--- config.mk ---
export PLATFORM = sky130hd
export DESIGN_NAME = math_addsub_wide_flat
export DESIGN_NICKNAME = d
export VERILOG_FILES = /design/src/rtl/math_addsub_wide_if.sv /design/src/rtl/math_addsub_wide.sv /design/src/flat_wrapper.sv
export SDC_FILE = /design/constraint.sdc
export NUM_CORES = 1
export LEC_CHECK = 0
export CAP_MARGIN = 20
export CORE_UTILIZATION = 45
export DETAILED_ROUTE_END_ITERATION = 8
export PLACE_DENSITY = 0.74
export SLEW_MARGIN = 0
export SYNTH_ARGS = -nofsm -noshare
export SYNTH_HDL_FRONTEND = slang
export SYNTH_SLANG_ARGS = --single-unit
--- constraint.sdc ---
create_clock -name clk -period 23.2 [get_ports clk]
set_input_delay 4.64 -clock clk [delete_from_list [all_inputs] [get_ports clk]]
set_output_delay 4.64 -clock clk [all_outputs]
set_load 0.005 [all_outputs]
--- src/rtl/math_addsub_wide_if.sv ---
// Operand/result bundle for the segmented wide adder/subtractor.
// W is the operand width; the result is one bit wider.
interface math_addsub_wide_if #(
    parameter int W = 96
);
    logic         ena;
    logic         din_valid;
    logic         sub;
    logic [W-1:0] dina;
    logic [W-1:0] dinb;
    logic [W:0]   dout;
    logic         dout_valid;

    modport master (
        output ena, din_valid, sub, dina, dinb,
        input  dout, dout_valid
    );

    modport slave (
        input  ena, din_valid, sub, dina, dinb,
        output dout, dout_valid
    );
endinterface

--- src/rtl/math_addsub_wide.sv ---
// Pipelined W+1-bit exact add/subtract built from NSEG carry-chained SEG_W-bit segments.
// Latency is NSEG+2 enabled clocks; the sub and valid bits travel with each sample.
module math_addsub_wide #(
    parameter int SEG_W  = 48,
    parameter int NSEG   = 2,
    parameter int SIGNED = 0
) (
    input  logic              clk,
    input  logic              rst,
    math_addsub_wide_if.slave io
);
    localparam int W = SEG_W * NSEG;

    // Bank p holds a sample after p+1 enabled edges: result segments below p are
    // final, operand segments from p upward are still waiting for their adder.
    logic [SEG_W-1:0] a_q [NSEG+1][NSEG];
    logic [SEG_W-1:0] a_d [NSEG+1][NSEG];
    logic [SEG_W-1:0] b_q [NSEG+1][NSEG];
    logic [SEG_W-1:0] b_d [NSEG+1][NSEG];
    logic [SEG_W-1:0] r_q [NSEG+1][NSEG];
    logic [SEG_W-1:0] r_d [NSEG+1][NSEG];
    logic             c_q [NSEG+1];
    logic             c_d [NSEG+1];
    logic             s_q [NSEG+1];
    logic             s_d [NSEG+1];
    logic             v_q [NSEG+1];
    logic             v_d [NSEG+1];

    logic [SEG_W:0]   seg_sum [NSEG];
    logic [SEG_W-1:0] b_eff   [NSEG];

    logic             top_a;
    logic             top_b;
    logic [W:0]       dout_d;
    logic [W:0]       dout_q;
    logic             dout_valid_q;

    always_comb begin
        // Bank 0: the carry-in of segment 0 is the sub bit, supplying the +1 of a - b.
        for (int j = 0; j < NSEG; j++) begin
            a_d[0][j] = io.dina[j*SEG_W +: SEG_W];
            b_d[0][j] = io.dinb[j*SEG_W +: SEG_W];
            r_d[0][j] = '0;
        end
        c_d[0] = io.sub;
        s_d[0] = io.sub;
        v_d[0] = io.din_valid;

        for (int p = 1; p <= NSEG; p++) begin
            for (int j = 0; j < NSEG; j++) begin
                a_d[p][j] = a_q[p-1][j];
                b_d[p][j] = b_q[p-1][j];
                r_d[p][j] = r_q[p-1][j];
            end
            b_eff[p-1]   = s_q[p-1] ? ~b_q[p-1][p-1] : b_q[p-1][p-1];
            seg_sum[p-1] = {1'b0, a_q[p-1][p-1]} + {1'b0, b_eff[p-1]}
                         + {{SEG_W{1'b0}}, c_q[p-1]};
            r_d[p][p-1]  = seg_sum[p-1][SEG_W-1:0];
            c_d[p]       = seg_sum[p-1][SEG_W];
            s_d[p]       = s_q[p-1];
            v_d[p]       = v_q[p-1];
        end
    end

    // Bit W: extension bits of a and of the (possibly inverted) b plus the final carry.
    always_comb begin
        dout_d = '0;
        top_a  = (SIGNED != 0) ? a_q[NSEG][NSEG-1][SEG_W-1] : 1'b0;
        top_b  = (SIGNED != 0) ? b_q[NSEG][NSEG-1][SEG_W-1] : 1'b0;
        for (int j = 0; j < NSEG; j++) begin
            dout_d[j*SEG_W +: SEG_W] = r_q[NSEG][j];
        end
        dout_d[W] = top_a ^ top_b ^ s_q[NSEG] ^ c_q[NSEG];
    end

    always_ff @(posedge clk or posedge rst) begin
        if (rst) begin
            for (int p = 0; p <= NSEG; p++) begin
                for (int j = 0; j < NSEG; j++) begin
                    a_q[p][j] <= '0;
                    b_q[p][j] <= '0;
                    r_q[p][j] <= '0;
                end
                c_q[p] <= 1'b0;
                s_q[p] <= 1'b0;
                v_q[p] <= 1'b0;
            end
            dout_q       <= '0;
            dout_valid_q <= 1'b0;
        end else if (io.ena) begin
            for (int p = 0; p <= NSEG; p++) begin
                for (int j = 0; j < NSEG; j++) begin
                    a_q[p][j] <= a_d[p][j];
                    b_q[p][j] <= b_d[p][j];
                    r_q[p][j] <= r_d[p][j];
                end
                c_q[p] <= c_d[p];
                s_q[p] <= s_d[p];
                v_q[p] <= v_d[p];
            end
            dout_q       <= dout_d;
            dout_valid_q <= v_q[NSEG];
        end
    end

    assign io.dout       = dout_q;
    assign io.dout_valid = dout_valid_q;
endmodule

--- src/flat_wrapper.sv ---
// flat-port wrapper written by rule: the top's interface ports become plain ports
module math_addsub_wide_flat 
#(
    parameter int SEG_W  = 48,
    parameter int NSEG   = 2,
    parameter int SIGNED = 0
)
  (clk, rst, io_ena, io_din_valid, io_sub, io_dina, io_dinb, io_dout, io_dout_valid);
  math_addsub_wide_if #(.W(96)) io_i ();
  input  logic clk;
  input  logic rst;
  input wire logic [$bits(io_i.ena)-1:0] io_ena;
  input wire logic [$bits(io_i.din_valid)-1:0] io_din_valid;
  input wire logic [$bits(io_i.sub)-1:0] io_sub;
  input wire logic [$bits(io_i.dina)-1:0] io_dina;
  input wire logic [$bits(io_i.dinb)-1:0] io_dinb;
  output wire logic [$bits(io_i.dout)-1:0] io_dout;
  output wire logic [$bits(io_i.dout_valid)-1:0] io_dout_valid;
  assign io_i.ena = io_ena;
  assign io_i.din_valid = io_din_valid;
  assign io_i.sub = io_sub;
  assign io_i.dina = io_dina;
  assign io_i.dinb = io_dinb;
  assign io_dout = io_i.dout;
  assign io_dout_valid = io_i.dout_valid;
  math_addsub_wide #(.SEG_W(SEG_W), .NSEG(NSEG), .SIGNED(SIGNED)) u_core (.clk(clk), .rst(rst), .io(io_i));
endmodule
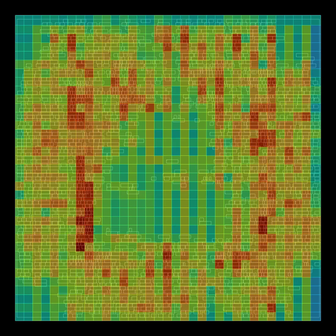
(images/final_congestion.png)
DR WL/cell: 18.3 um
Final Util: 0.555
met1 GRT Util: 0.267
met2 usage: 0.315
Total GRT Usage: 0.195

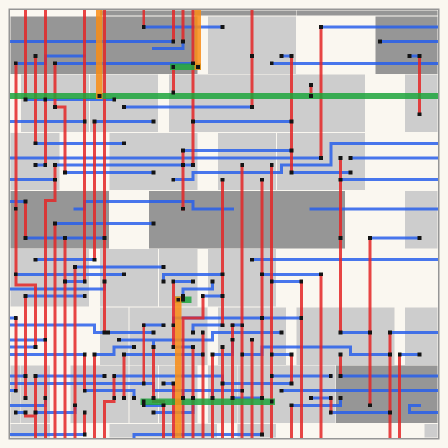
(images/zoom.png)
Region (172, 51) to (192, 71) um. Cells in gray, sequential cells in the stronger gray; small squares are vias.
| color | layer |
|---|---|
| green | met3 |
| orange | met4 |
| red | met2 |
| blue | met1 |
most frequent: ha_1 (4), dfrtp_1 (4), mux2_2 (3)
cells with their middle in the window: 26
netlist names of flops here include: `u_core.r_d` (2)
sequential cells in the window: 4

==> metrics.yaml <==
design.core.area_um2: 56800
ys_cells: 2077
synthSimpleGateAreaFrac: 0.0484
num_antenna_cells: 0
crit_arrival_ps: 7440
portBuffers: 294
h-tree-depth: 2
status: "finished clean"
first_pass_iters: 5
rsz0062_at_grt: "no"
grt_pass1_vias: 17605
min_period_over_period: 0.296
most-common-layout-cells: "dfrtp_1, mux2_2, clkdlybuf4s50_1"
grt_antenna_before_repair: 3
rows: 87
antenna_left: 0
clkLatencyLatePin_ps: 600
slew_violations: 0
synthFlopType: "dfrtp_1"
synth-seq-cells: 538
setup_ws_ps: 16340
synth-xor-area-share: 0.0562
crit_required_ps: 23780
whs_path_depth: 2
dpl_cell_area_um2: 29700
synth_warnings: 0
grt_max_degree: 191
cts_buffer_depth: 3
die_y_um: 243
crit_path_max_fanout: 179
endpoint_kind: "async pin"
postCtsHoldBufs: 0
cts_setup_buffers: 0
post_cts_resized: 0
numCtsBuffers: 57
ioPinCount: 295
slew_headroom: 0.317
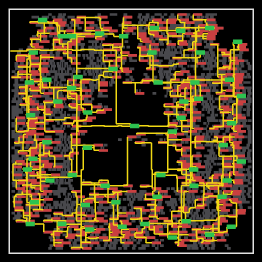
(images/clock_map.png)
Drawn at 1 px/um.
[green] cells driving clock nets | count: 57
[yellow] clock wires | length: 6850 um
[red] flip-flops | count: 538
flops lie: spread over the die
routed clock nets: 58

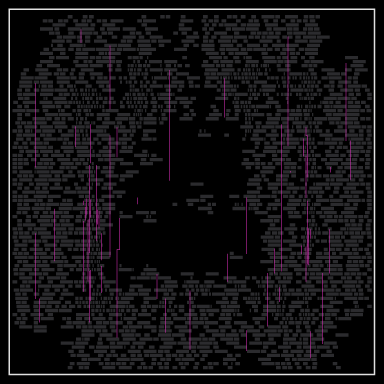
(images/met4.png)
Drawn at 1.5 px/um.
wire length on this layer: 1600 um
longest straight run: 97.9 um
share of all routed wire: 2.8%
main direction: vertical
nets with wire on the layer: 35

## state kept, by name, indices dropped and copies added (netlist names)
register and cells:
u_core.r_d 48, u_core.v_d 2, u_core.dout_d 96, u_core.v_q 1
u_core.c_q 3, u_core.io.dout_valid 1, u_core.s_d 1, u_core.s_q 1
u_core.b_d 144, u_core.a_d 144, u_core.io.dout 97
## routing by layer
metal,part of all wire,up-vias,track usage
met5,0.00068,-,0
met2,0.47,486,0.315
met3,0.049,126,0.0323
met1,0.45,8463,0.267
met4,0.028,6,0.0598
li1,-,8022,-
## worst max-delay path, cell delays in order
cell,delay (ps)
clkdlybuf4s50_1,490
inv_8,570
buf_4,820
buf_12,730
## stage by stage
| stage | power (mW) | std cells |
|---|---|---|
| 2_1_floorplan | 2.13 | 2077 |
| 6_report | 3.46 | 3139 |
| 5_1_grt | 3.67 | 3139 |
| 3_5_place_dp | 2.58 | 3037 |
| 3_3_place_gp | 2.54 | 3037 |
| 4_1_cts | 3.49 | 3138 |
## cells by family (layout without fill, tap and decap cells)
kind of cell / after synthesis / count (layout)
DFF: 538 / 538
muxes: 502 / 502
AOI/OAI and AO/OA: 366 / 366
and+or+nand+nor: 270 / 270
xor gates and xnor gates: 167 / 167
buffers and inverters: 137 / 443
adders and majority gates: 97 / 97
## final cells by class
class	instances	area share
flip-flops and latches	538	0.427
multi-input cells	1402	0.382
repair buffers	304	0.0981
clock buffers	78	0.0509
well taps	756	0.0300
clock inverters	23	0.00679
inverters	38	0.00476
## Yosys cell counts, types with 8 or more instances
master | n | area [um^2]
nor2_1 | 70 | 263
a211oi_1 | 8 | 60.1
nand3_1 | 21 | 105
clkbuf_1 | 90 | 338
ha_1 | 94 | 1180
and3_1 | 10 | 62.6
a31oi_1 | 8 | 50.1
o21bai_1 | 12 | 90.1
nand2_1 | 91 | 342
a21oi_1 | 112 | 561
nand2b_1 | 8 | 50.1
mux2_2 | 499 | 5620
inv_1 | 37 | 139
dfrtp_1 | 538 | 13500
a21o_1 | 52 | 390
xnor2_1 | 49 | 429
nor3_1 | 15 | 75.1
buf_1 | 9 | 33.8
nor2b_1 | 8 | 50.1
a21boi_0 | 9 | 67.6
xor2_1 | 118 | 1030
o21a_1 | 17 | 128
nand4_1 | 18 | 113
o21ai_0 | 49 | 245
o211ai_1 | 11 | 82.6
o31ai_1 | 9 | 67.6
## worst paths after layout
path	start	endpoint	slack, ps
setup / recovery	rst	u_core.io.dout[87]	16340
hold / removal	u_core.dout_d[71]	u_core.dout_d[71]	490
setup reg to reg	u_core.c_q[2]	u_core.r_d[90]	18470
hold reg to reg	u_core.dout_d[71]	u_core.dout_d[71]	490
max in group clk	io_ena	u_core.r_d[89]	16390
min in group asynchronous	rst	u_core.io.dout[6]	4610
## power breakdown
group | switching (mW) | leakage [nW] | internal [mW] | total (mW)
Sequential | 0.169 | 6.31 | 1.21 | 1.38
Clock | 0.374 | 0.903 | 0.516 | 0.890
Combinational | 0.549 | 6.30 | 0.641 | 1.19
Total | 1.09 | 13.5 | 2.37 | 3.46
Power figures rest on the tool's default switching activity, not on a simulated workload.
